Run 1, PDN straps and rails:
Scale bar: 20 um. Pins as bars on the die edge.
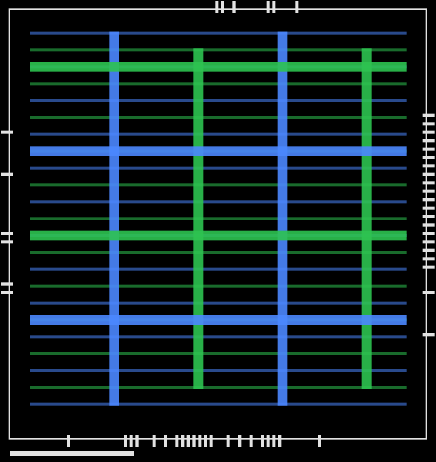
Run 1, routing congestion map:
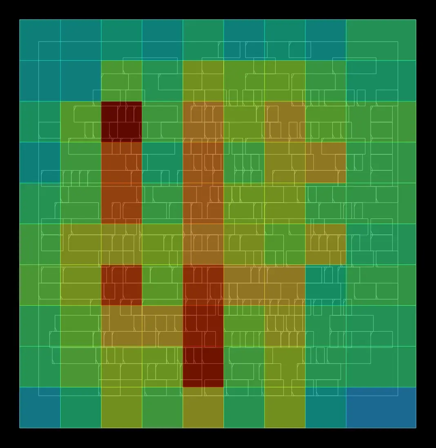
Run 1, local utilization:
Scale bar: 20 um. 7 x 7 tiles, from black (low) to pale yellow (high), 0 to 100% covered.
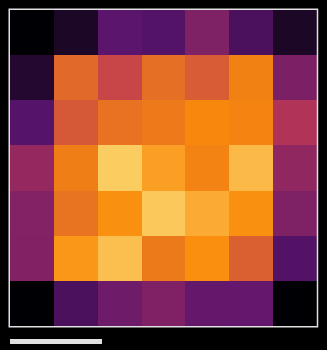
$ cat src/rtl/alu_operand_loader.sv
// Operator front end for the board ALU: loads A, B and opcode from the switches on debounced
// button presses, captures the ALU result for the LEDs and rejects unsupported opcodes.
module alu_operand_loader #(
  parameter int unsigned N_BITS          = 8,
  parameter int unsigned DEBOUNCE_CYCLES = 4
) (
  input  logic              clk,
  input  logic              reset,
  input  logic [N_BITS-1:0] sw,
  input  logic              btn,
  input  logic [N_BITS-1:0] alu_out,
  output logic [N_BITS-1:0] d0,
  output logic [N_BITS-1:0] d1,
  output logic [5:0]        opcode,
  output logic [N_BITS-1:0] result,
  output logic              valid,
  output logic              op_err,
  output logic [2:0]        state
);

  localparam int unsigned CntW = $clog2(DEBOUNCE_CYCLES + 1);

  typedef enum logic [2:0] {
    StLoadA  = 3'd0,
    StLoadB  = 3'd1,
    StLoadOp = 3'd2,
    StExec   = 3'd3,
    StShow   = 3'd4
  } state_e;

  state_e          state_q;
  logic            sync1_q, sync2_q;
  logic [CntW-1:0] cnt_q;
  logic            stable_q;
  logic            edge_q;
  logic            press;
  logic            op_ok;

  // Button conditioning: the stable level only follows the synchronized level after it has
  // differed for DEBOUNCE_CYCLES consecutive cycles, so both press and release are filtered.
  always_ff @(posedge clk) begin
    if (reset) begin
      sync1_q  <= 1'b0;
      sync2_q  <= 1'b0;
      cnt_q    <= '0;
      stable_q <= 1'b0;
      edge_q   <= 1'b0;
    end else begin
      sync1_q <= btn;
      sync2_q <= sync1_q;
      edge_q  <= stable_q;
      if (cnt_q == CntW'(DEBOUNCE_CYCLES)) begin
        stable_q <= sync2_q;
        cnt_q    <= '0;
      end else if (sync2_q != stable_q) begin
        cnt_q <= cnt_q + 1'b1;
      end else begin
        cnt_q <= '0;
      end
    end
  end

  assign press = stable_q & ~edge_q;

  always_comb begin
    op_ok = 1'b0;
    case (sw[5:0])
      6'b100000, 6'b100010, 6'b100100, 6'b100101,
      6'b100110, 6'b000011, 6'b000010, 6'b100111: op_ok = 1'b1;
      default:                                    op_ok = 1'b0;
    endcase
  end

  always_ff @(posedge clk) begin
    if (reset) begin
      state_q <= StLoadA;
      d0      <= '0;
      d1      <= '0;
      opcode  <= 6'b000000;
      result  <= '0;
      valid   <= 1'b0;
      op_err  <= 1'b0;
    end else begin
      unique case (state_q)
        StLoadA: begin
          if (press) begin
            d0      <= sw;
            state_q <= StLoadB;
          end
        end
        StLoadB: begin
          if (press) begin
            d1      <= sw;
            state_q <= StLoadOp;
          end
        end
        StLoadOp: begin
          if (press) begin
            if (op_ok) begin
              opcode  <= sw[5:0];
              op_err  <= 1'b0;
              state_q <= StExec;
            end else begin
              op_err <= 1'b1;
            end
          end
        end
        // ALU output settles from the registered opcode before this edge.
        StExec: begin
          result  <= alu_out;
          valid   <= 1'b1;
          state_q <= StShow;
        end
        StShow: begin
          if (press) begin
            valid   <= 1'b0;
            state_q <= StLoadA;
          end
        end
        default: state_q <= StLoadA;
      endcase
    end
  end

  assign state = state_q;

endmodule

$ cat config.mk
export PLATFORM = sky130hd
export DESIGN_NAME = alu_operand_loader
export DESIGN_NICKNAME = d
export VERILOG_FILES = /design/src/rtl/alu_operand_loader.sv
export SDC_FILE = /design/constraint.sdc
export NUM_CORES = 1
export LEC_CHECK = 0
export ABC_AREA = 1
export CAP_MARGIN = 20
export CORE_AREA = 3 3 64 66
export CTS_BUF_LIST = sky130_fd_sc_hd__clkbuf_16
export CTS_CLUSTER_DIAMETER = 120
export DETAILED_ROUTE_END_ITERATION = 8
export DIE_AREA = 0 0 67 69
export GPL_TIMING_DRIVEN = 0
export MAX_ROUTING_LAYER = met4
export PLACE_DENSITY = 0.77
export SYNTH_ARGS = -nofsm -noshare
export SYNTH_HDL_FRONTEND = slang
export SYNTH_SLANG_ARGS = --single-unit
$ cat constraint.sdc
create_clock -name clk -period 2.8 [get_ports clk]
set_input_delay 0.84 -clock clk [delete_from_list [all_inputs] [get_ports clk]]
set_output_delay 0.84 -clock clk [all_outputs]
set_load 0.005 [all_outputs]
==> GITHUB_STEP_SUMMARY, run 1 <==
### Yosys + OpenROAD results

| Metric | Value |
|---|---|
| Run status | finished clean |
| FP Core Util | 44.0% |
| Share of layout cells above drive strength 1 | 9.27% |
| Detail Route Antenna Nets | 0 |
| Yosys top cell by area | dfxtp_1 |
| Relative slew slack | 76.1% |
| IO Pins | 54 |
| CP max stage cell | clkdlybuf4s50_1 |
| First-pass GRT wire length | 5470 um |
| Tally of OpenROAD warnings | 27 |
| Max Slew Vio Count | 0 |
| Number of enable flip-flop cells | 0 |
| Yosys top cell by instances | nor2_1 |
| Yosys warnings | 0 |
| Clock sink total | 42 |
| I/O Buffers | 53 |
| Final setup vio count | 0 |
| Clock transition at path regs | 0.05 ns |
| Placed instance area | 2190 um^2 |
| Max stage delay on crit path | 0.56 ns |
| H-tree Lvls | 2 |
| Root Driver | clkbuf_16 |
| Worst Skew | 0.00516 ns |
| Main synth FF type | dfxtp_1 |
| Drt first pass iters | 4 |
| Worst-Margin Slew | 0.359 ns |
| Post-CTS setup buffers | 0 |
| CTS tree | built |
| GRT Residual Overflow | 0 |
| CTS Buf Count | 5 |
| Sequential area share after synthesis | 52.6% |
| Syn Area/Cell | 8.03 um^2 |
| Post-cts resize count | 0 |
| Die ar. | 4620 um^2 |
| Hold Vio Cnt, Final | 0 |
| Power density cells | 510 nW/um^2 |
| DR vias | 1417 |
| Residual DRC count | 0 |
| Dominant cell area share | 52.6% |
| Latency at later pin | 0.28 ns |
| Initial DRC Count | 81 |
| Post-layout period usage of the worst path | 75.6% |
| F_max | 0.472 GHz |
| CP delay by family, top | buffers and inverters |
| WL final | 3350 um |
| Hold Buf Count CTS | 0 |
| Pleak | 0.971 nW |
| Post-synth ARST share | 0% |
| #FFs+latches synth | 42 |
| Top cells by count | nor2_1, dfxtp_1, o21ai_0 |
Notes on 'PDN straps and rails' above:
- blue: VSS
- green: VDD
- met4 straps: 4
- rows: 22
- met1 rails: 23
- met5 straps: 4
- signal pins: 54
Core ar.: 3630 um^2
Die Width: 67 um
maximum vdd drop: 406 uV

Notes on 'routing congestion map' above:
met3 GRT Util: 4.56%
All-Layer GR Usage: 15.8%
WL/cell: 10.9 um

Notes on 'local utilization' above:
- fullest tile: 89%
- mean over tiles: 49%
- tiles over 75% full: 20%
- nearly empty tiles: 6.1%

[run 1: per-stage QoR]
stage / setup slack, ns / utilization (%) / cells
after global routing: 0.612 / 63.9 / 307
after CTS: 0.675 / 63.9 / 307
after global placement: 0.514 / 60.2 / 300
after detailed placement: 0.510 / 60.2 / 300
final: 0.683 / 63.9 / 307
after floorplan: 1.17 / - / 199
[run 1: cells by family after synthesis]
| group | count (synthesis) | synth area share, % |
|---|---|---|
| and+or+nand+nor | 85 | 24.4 |
| DFF | 42 | 52.6 |
| AOI/OAI and AO/OA | 39 | 12.5 |
| buffers and inverters | 29 | 7.91 |
| xor gates and xnor gates | 2 | 1.10 |
| adders and majority gates | 2 | 1.57 |
[run 1: sequential cells by signal (all words and copies together), names as in the netlist]
name	cells
sync1_q	1
opcode	6
state	3
sync2_q	1
edge_q	1
result	8
d1	8
op_err	1
valid	1
stable_q	1
cnt_q	3
d0	8
[run 1: final cells by class]
class,count,area [um^2]
buffer,6,40.0
clock buffer,5,125
clock inverter,2,10.0
fill,320,1310
inverter,23,86.3
multi-input combinational,128,631
sequential,42,841
tap,48,60.1
timing repair buffer,53,531
[run 1: power breakdown]
part	switching [W]	leakage [nW]	total, W	internal [W]
Combinational	0.0000238	0.563	0.0000526	0.0000289
Clock	0.000211	0.0694	0.000532	0.000321
Sequential	0.000000840	0.339	0.000600	0.000599
[run 1: final timing paths]
kind         slack (ns)                     end                  start  cells after the start
max                0.68                state[0]  state[0]$_SDFFE_PP0P_                      1
min                0.41      sync2_q$_SDFF_PP0_     sync1_q$_SDFF_PP0_                      2
max reg2reg        1.56  opcode[0]$_SDFFE_PP0P_  state[0]$_SDFFE_PP0P_                      8
min reg2reg        0.41      sync2_q$_SDFF_PP0_     sync1_q$_SDFF_PP0_                      2
[run 1: layer usage]
metal / track usage [%] / share of wire [%] / vias up / routed length [um]
met4: 7.43 / 1.9 / 0 / 62
met3: 4.56 / 6.9 / 5 / 232
met1: 19.3 / 45 / 619 / 1510
met2: 23.8 / 46 / 44 / 1540
met5: - / 0 / - / 0
li1: - / - / 749 / -
[run 1: cells in the final DEF (no fill, tap or decap)]
cell and n:
xnor2_1 1, inv_1 18, dfxtp_1 42, nand3_2 1, clkbuf_1 2, nand2_4 1
nor2_1 51, o21ai_0 24, clkinv_2 2, nor2_2 1, buf_6 2, o21ai_2 1
ha_1 2, nand2_1 18, buf_2 2, nand3_1 9, a21oi_1 13, xor2_1 1
nor2_4 1, clkdlybuf4s50_1 53, nand2_2 1, nor2_8 2, inv_2 5, o21ai_1 1
clkbuf_16 5
--- run 2 (diff from run 1) ---
--- a/config.mk
+++ b/config.mk
@@ -7,14 +7,14 @@
 export LEC_CHECK = 0
 export ABC_AREA = 1
 export CAP_MARGIN = 20
-export CORE_AREA = 3 3 64 66
+export CORE_AREA = 3 3 65 67
 export CTS_BUF_LIST = sky130_fd_sc_hd__clkbuf_16
 export CTS_CLUSTER_DIAMETER = 120
 export DETAILED_ROUTE_END_ITERATION = 8
-export DIE_AREA = 0 0 67 69
+export DIE_AREA = 0 0 68 70
 export GPL_TIMING_DRIVEN = 0
 export MAX_ROUTING_LAYER = met4
-export PLACE_DENSITY = 0.77
+export PLACE_DENSITY = 0.75
 export SYNTH_ARGS = -nofsm -noshare
 export SYNTH_HDL_FRONTEND = slang
 export SYNTH_SLANG_ARGS = --single-unit
==> constraint.sdc (replaced) <==
create_clock -name clk -period 2.2 [get_ports clk]
set_input_delay 0.66 -clock clk [delete_from_list [all_inputs] [get_ports clk]]
set_output_delay 0.66 -clock clk [all_outputs]
set_load 0.005 [all_outputs]
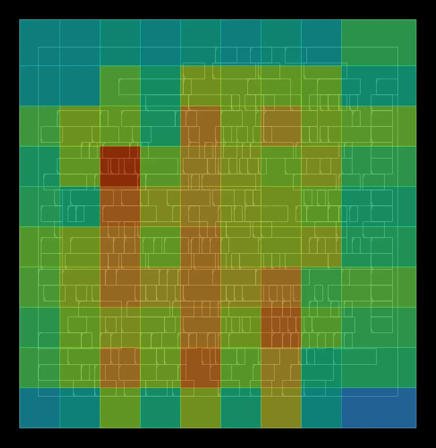
Run 2: routing congestion map
Final Core Density: 63.6%
routing usage on met2: 25.6%
met3 GRT Util: 4.50%

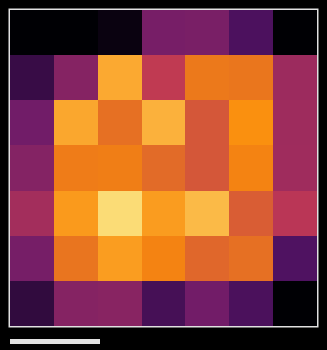
Run 2: local utilization
Scale bar: 20 um. 7 x 7 tiles, from black (low) to pale yellow (high), 0 to 100% covered.
- tiles over 75% full: 18%
- mean over tiles: 48%
- emptiest ninth of the die: top left
- fullest tile: 92%
- densest ninth of the die: middle
- nearly empty tiles: 8.2%
FP Core Util: 43.3%
Core ar.: 3690 um^2

==> GITHUB_STEP_SUMMARY, run 2 <==
### Yosys + OpenROAD results

| Metric | Value |
|---|---|
| Post-CTS setup buffers | 0 (unchanged) |
| DR vias | 1407 (was 1417) |
| Post-cts resize count | 0 (unchanged) |
| Clock sink total | 42 (unchanged) |
| Post-synthesis compound-gate area fraction | 12.5% (unchanged) |
| Detail Route Antenna Nets | 0 (unchanged) |
| Sequential area share after synthesis | 52.6% (unchanged) |
| Root Driver | clkbuf_16 (unchanged) |
| First-pass GRT wire length | 5780 um (was 5470 um) |
| Placed instance area | 2190 um^2 (unchanged) |
| Top cell excl fill/tap | clkdlybuf4s50_1 (unchanged) |
| Top cells by count | nor2_1, dfxtp_1, o21ai_0 (unchanged) |
| I/O Buffers | 53 (unchanged) |
| Yosys top cell by area | dfxtp_1 (unchanged) |
| Post-layout period usage of the worst path | 88.0% |
| Relative slew slack | 76.2% (was 76.1%) |
| Flop2flop setup slack | 0.96 ns (was 1.56 ns) |
| DP Worst Slack | 0.104 ns (was 0.510 ns) |
| Max stage delay on crit path | 0.56 ns (about the same) |
| Yosys top cell by instances | nor2_1 (unchanged) |
| Power density cells | 688 nW/um^2 (was 510 nW/um^2) |
| WL final | 3400 um (was 3350 um) |
| IO Pins | 54 (unchanged) |
| GRT Residual Overflow | 0 (unchanged) |
| Most frequent cells in the layout | clkdlybuf4s50_1, nor2_1, dfxtp_1 (unchanged) |
| Xor/xnor share | 1.10% (unchanged) |
| Run status | finished clean (unchanged) |
| Die ar. | 4760 um^2 (was 4620 um^2) |
| Number of enable flip-flop cells | 0 (unchanged) |
| CTS tree | built (unchanged) |
==> run 2: cell count changes in the layout (fill, tap and decap cells not counted), sizes merged <==
cell    change
bufinv      +1
clkinv      -1
==> run 2: kinds of logic (layout without fill, tap and decap cells) <==
| group | count (synthesis) | count (layout) |
|---|---|---|
| AOI/OAI and AO/OA | 39 | 39 |
| xor gates and xnor gates | 2 | 2 |
| adders and majority gates | 2 | 2 |
| buffers and inverters | 29 | 89 |
| DFF | 42 | 42 |
| and+or+nand+nor | 85 | 85 |
==> run 2: per-layer routing <==
layer  track usage (%)  up-vias  wire length [um]
li1                  -      740                 -
met1              19.3      630              1510
met2              25.6       35              1660
met3              4.50        2               226
met4              4.64        0                 7
met5                 -        -                 0
==> run 2: worst reg2reg max path, stage by stage (launching register included) <==
cell and delay (ns):
dfxtp_1 0.37, nor2_2 0.20, nand2_2 0.08, inv_2 0.08, nand2_4 0.06, nor2_8 0.18
nand2_1 0.08, nand2_1 0.06, nor2_1 0.04
==> run 2: area by class of cell <==
class	count	area [um^2]	share of cell area [%]
tap	48	60.1	2.56
buffer	6	40.0	1.71
clock inverter	2	33.8	1.44
multi-input combinational	128	631	26.9
clock buffer	5	125	5.33
timing repair buffer	53	531	22.6
inverter	23	86.3	3.68
sequential	42	841	35.8
==> run 2: power breakdown <==
part | internal [W] | switching [W]
Sequential | 0.000763 | 0.00000108
Clock | 0.000524 | 0.000261
Combinational | 0.0000367 | 0.0000299
Total | 0.00132 | 0.000292
==> run 2: path summary, 6_finish.rpt <==
kind              depth (start not counted)                      to                  start
setup / recovery                          1                state[0]  state[0]$_SDFFE_PP0P_
hold / removal                            2      sync2_q$_SDFF_PP0_     sync1_q$_SDFF_PP0_
setup reg to reg                          8  opcode[0]$_SDFFE_PP0P_  state[0]$_SDFFE_PP0P_
hold reg to reg                           2      sync2_q$_SDFF_PP0_     sync1_q$_SDFF_PP0_
==> run 2: stage by stage <==
stage	hold WS [ns]	total power, W	std cells
after floorplan	0.388	0.000805	199
after global placement	0.390	0.000847	300
after detailed placement	0.399	0.000847	300
after CTS	0.409	0.00163	307
after global routing	0.414	0.00167	307
final	0.405	0.00162	307
Power is estimated from default activity; no workload was simulated.
